===== src/rtl/register_file_sb.sv =====
// Multi-read-port register file with pending-write scoreboard; reg 0 hardwired.
// Define REGFILE_BYPASS_EN to forward same-cycle writeback data to reads.
module register_file_sb #(
    parameter int DATA_W = 32,
    parameter int NREGS  = 32,
    parameter int NREAD  = 2,
    localparam int AW    = $clog2(NREGS)
) (
    input  logic                    CLK,
    input  logic                    RST,
    input  logic [NREAD*AW-1:0]     rsel,
    output logic [NREAD*DATA_W-1:0] rdat,
    output logic [NREAD-1:0]        rbusy,
    input  logic                    WEN,
    input  logic [AW-1:0]           wsel,
    input  logic [DATA_W-1:0]       wdat,
    input  logic                    iss_en,
    input  logic [AW-1:0]           iss_sel,
    input  logic                    flush,
    output logic [AW:0]             busy_cnt
);

    logic [DATA_W-1:0] regs_q [NREGS];
    logic [NREGS-1:0]  busy_q, busy_d;
    logic [AW:0]       cnt_q, cnt_d;
    logic              wr_hit;

    assign wr_hit   = !RST && WEN && (wsel != '0);
    assign busy_cnt = cnt_q;

    // Flush wins over everything; issue wins over writeback on the same reg.
    always_comb begin
        busy_d = busy_q;
        if (flush) begin
            busy_d = '0;
        end else begin
            if (WEN)
                busy_d[wsel] = 1'b0;
            if (iss_en)
                busy_d[iss_sel] = 1'b1;
            busy_d[0] = 1'b0;
        end
        cnt_d = '0;
        for (int k = 0; k < NREGS; k++)
            cnt_d = cnt_d + {{AW{1'b0}}, busy_d[k]};
    end

    always_comb begin
        rdat  = '0;
        rbusy = '0;
        for (int i = 0; i < NREAD; i++) begin
            if (rsel[i*AW +: AW] != '0) begin
                rdat[i*DATA_W +: DATA_W] = regs_q[rsel[i*AW +: AW]];
                rbusy[i] = busy_q[rsel[i*AW +: AW]];
`ifdef REGFILE_BYPASS_EN
                if (wr_hit && (rsel[i*AW +: AW] == wsel)) begin
                    rdat[i*DATA_W +: DATA_W] = wdat;
                    rbusy[i] = !flush && iss_en && (iss_sel == wsel);
                end
`else
`endif
            end
        end
    end

    always_ff @(posedge CLK) begin
        if (RST) begin
            for (int k = 0; k < NREGS; k++)
                regs_q[k] <= '0;
            busy_q <= '0;
            cnt_q  <= '0;
        end else begin
            if (wr_hit)
                regs_q[wsel] <= wdat;
            busy_q <= busy_d;
            cnt_q  <= cnt_d;
        end
    end

endmodule


===== config.mk =====
export PLATFORM = sky130hd
export DESIGN_NAME = register_file_sb
export DESIGN_NICKNAME = d
export VERILOG_FILES = /design/src/rtl/register_file_sb.sv
export SDC_FILE = /design/constraint.sdc
export NUM_CORES = 2
export LEC_CHECK = 0
export CAP_MARGIN = 10
export CORE_MARGIN = 2
export CORE_UTILIZATION = 40
export CTS_CLUSTER_DIAMETER = 120
export DETAILED_ROUTE_END_ITERATION = 10
export PLACE_DENSITY = 0.53
export SLEW_MARGIN = 20
export SYNTH_ARGS = -nofsm -noshare
export SYNTH_HDL_FRONTEND = slang
export SYNTH_SLANG_ARGS = --single-unit

===== constraint.sdc =====
create_clock -name CLK -period 18.83 [get_ports CLK]
set_input_delay 4.7075 -clock CLK [delete_from_list [all_inputs] [get_ports CLK]]
set_output_delay 4.7075 -clock CLK [all_outputs]
set_load 0.005 [all_outputs]

==> results_dict.tcl <==
# yosys + openroad results
set metrics [dict create \
    ctsHtreeMaxLevel 3 \
    finalNonFillerCells 5871 \
    cell_internal_pwr_mw 4.29 \
    comb_power_share_pct 12.6 \
    slowest_stage "a311oi_1" \
    finalMaxSlewViolations 0 \
    rows 138 \
    place_ws_ns 5.31 \
    routed-via-count 36200 \
    numCtsBuffers 118 \
    syn_avg_cell_area_um2 14.7 \
    power_frac_seq_pct 48.1 \
    comb_area_um2 24500 \
    seq_share_pct 48.9 \
    ys_sh_xor_pct 0.0460 \
    warnings 36 \
    edf_count 1024 \
    place_hpwl_um 118000 \
    synthAdderAreaFrac_pct 0.959 \
    outcome "complete, no violations" \
    io_pins 129 \
    ys_warn_count 0 \
    ys_sh_aoi_pct 5.46 \
    start_kind "input pin" \
    comb-power_mw 0.727 \
    final_cell_mix "edfxtp_1 (1024), and2_1 (1006), mux4_2 (460)" \
    path_class "in -> out" \
    switchingPower_mw 1.49 \
    cts.sinks 1061 \
    required_ns 14.12 \
    ys_area_um2 57200 \
    logic_gates 2409 \
    max-clock-path-buffers 3 \
    nNonClkInverters 29 \
    drt_iter0_drc 4269 \
    ys.flop_type "edfxtp_1" \
    finalSetupTns_ns 0 \
    syn_area_um2 57200 \
    cp_data_arrival_time_ns 9.01 \
    post_cts_resized 0 \
    logic_family "multiplexers" \
    sh_comb_area_pct 38.0 \
    hold_slack_ns 0.623 \
    clockRootBuffer "clkbuf_16" \
    cap_violations 0 \
    clock_cell_area_share_pct 5.76 \
    crit_buf_inv 3 \
    post_dp_cell_area_um2 60600 \
    hold_violations 0 \
    fin_worst_skew_ns 0.00948 \
    max_slew_margin_pct 14.2 \
    die_w_um 382 \
    place_congestion 0.849 \
    nFillCells 12300 \
    pg_seq_mw 2.78 \
    cts_tree "yes" \
    fmax_mhz 72.9 \
    ys_types 47 \
    clkPwrFrac_pct 39.3 \
    wirelength_um 207000 \
    die_area_um2 146000 \
    numSynthFlops 1061 \
    coreArea_um2 142000 \
    vdd_drop_max_uv 73.3 \
    clk_latency_ns 0.73 \
    mux_share_pct 22.3 \
    final-nonclk-buf-share_pct 3.39 \
    slowest_delay_ns 1.18 \
    cp_cell_sequence "buf_8 > buf_4 > mux2i_1 > a221oi_1 > o21ai_0 > a311oi_1 > clkdlybuf4s50_1" \
    ant_nets 0 \
    rsz0062_at_grt "false" \
    worst_pin_slew_ns 1.28 \
    design.seq.count 1061 \
    grt_max_degree 114 \
]
==> synth_stat cells (all sizes together), types with 7 or more instances <==
library cell / n / area (um^2)
a31oi: 33 / 206
a221oi: 50 / 438
edfxtp: 1024 / 30700
ha: 7 / 87.6
buf: 119 / 702
nor2b: 40 / 250
o21ai: 145 / 726
a221o: 34 / 340
a211oi: 32 / 240
nand2: 65 / 244
a21oi: 15 / 75.1
mux2i: 200 / 2000
a22oi: 66 / 495
o2111ai: 16 / 140
fa: 23 / 460
mux2: 34 / 383
clkbuf: 306 / 1150
dfxtp: 37 / 741
a311oi: 33 / 289
nor2: 60 / 225
inv: 29 / 109
and2: 1006 / 6290
a21o: 21 / 158
mux4: 460 / 10400
==> metal layers <==
metal  GRT usage (%)  vias up  share of wire, %
met5               0        -             0.044
met4            11.1       14               4.4
met3            6.70      398               8.5
met2            45.0     1805                47
met1            37.7    19100                40
li1                -    14900                 -
==> kinds of logic (layout without fill, tap and decap cells) <==
group                      after synthesis  after routing
AOI/OAI and AO/OA                      446            446
buffers and inverters                  454            496
muxes                                  694            694
other                                    1             47
adders and majority gates               30             30
xor gates and xnor gates                 3              3
and+or+nand+nor                       1204           1204
DFF                                   1061           1061
==> registers in the layout (all words and copies together), names as in the netlist <==
signal / flops
regs_q: 1024
busy_q: 31
busy_cnt: 6
==> worst paths after layout <==
path / from / to / slack (ns) / cells past startpoint
setup / recovery: rsel[7] / rdat[40] / 5.11 / 7
hold / removal: busy_q[28]$_SDFF_PP0_ / busy_q[28]$_SDFF_PP0_ / 0.62 / 3
setup reg to reg: busy_q[20]$_SDFF_PP0_ / busy_cnt[4]$_SDFF_PP0_ / 13.40 / 17
hold reg to reg: busy_q[28]$_SDFF_PP0_ / busy_q[28]$_SDFF_PP0_ / 0.62 / 3
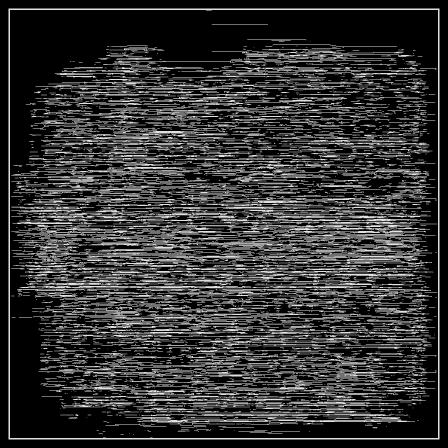
**Above:** met1 routing.
3773 nets have wire on it. The longest straight run is 98.0 um. The layer holds 40% of the routed length. The layer carries 83.0 mm of wire.

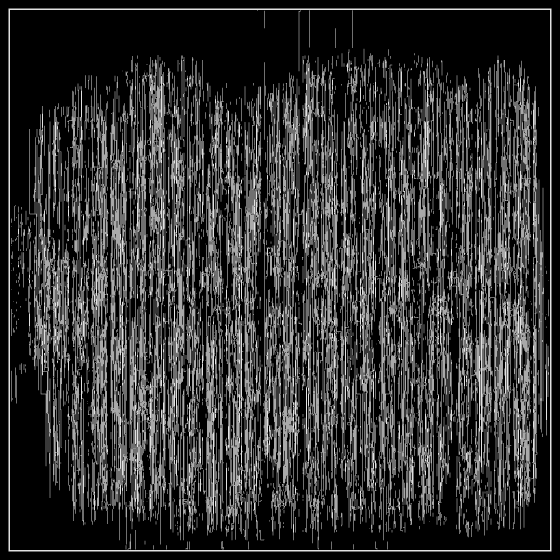
**Above:** metal 2.
The layer holds 47% of the routed length. 3115 nets have wire on it. The layer carries 97.4 mm of wire. The longest straight run is 151 um. The wires run mostly vertical.

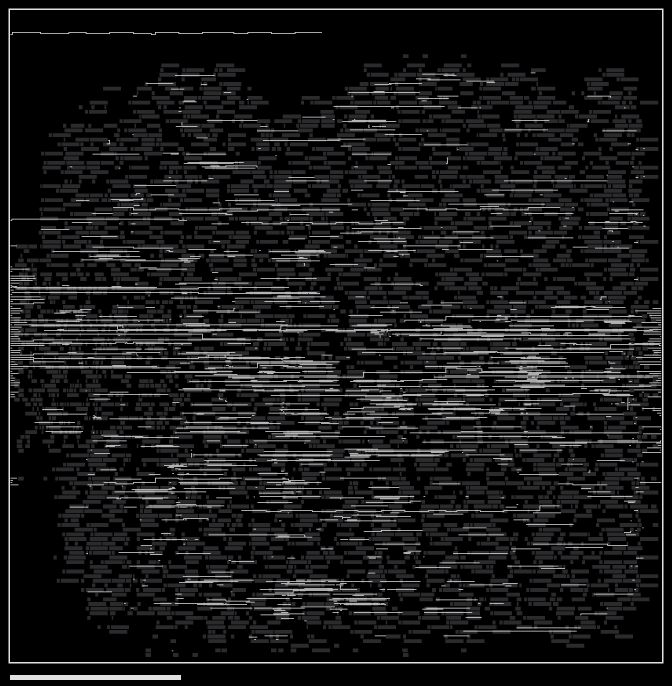
**Above:** metal 3.
Bar = 100 um. Cells faint in the background.
The longest straight run is 160 um. 454 nets have wire on it.

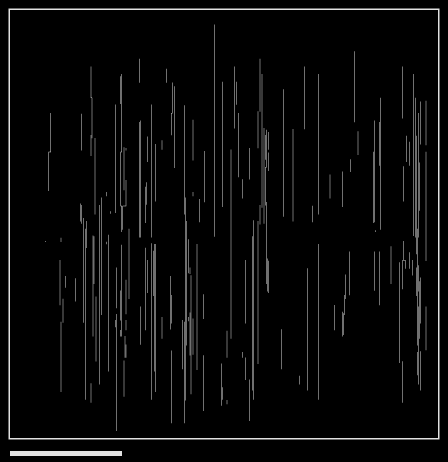
**Above:** met4 routing.
Bar = 100 um.
The wires run mostly vertical. 114 nets have wire on it. The layer carries 9100 um of wire.

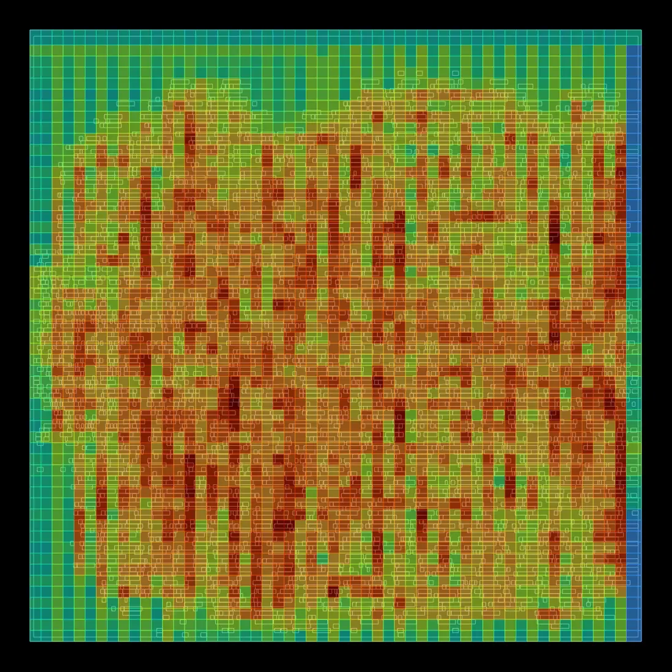
**Above:** track usage over the die.
routed len/inst: 35.3 um
GR Util met3: 6.70%
met1 usage: 37.7%

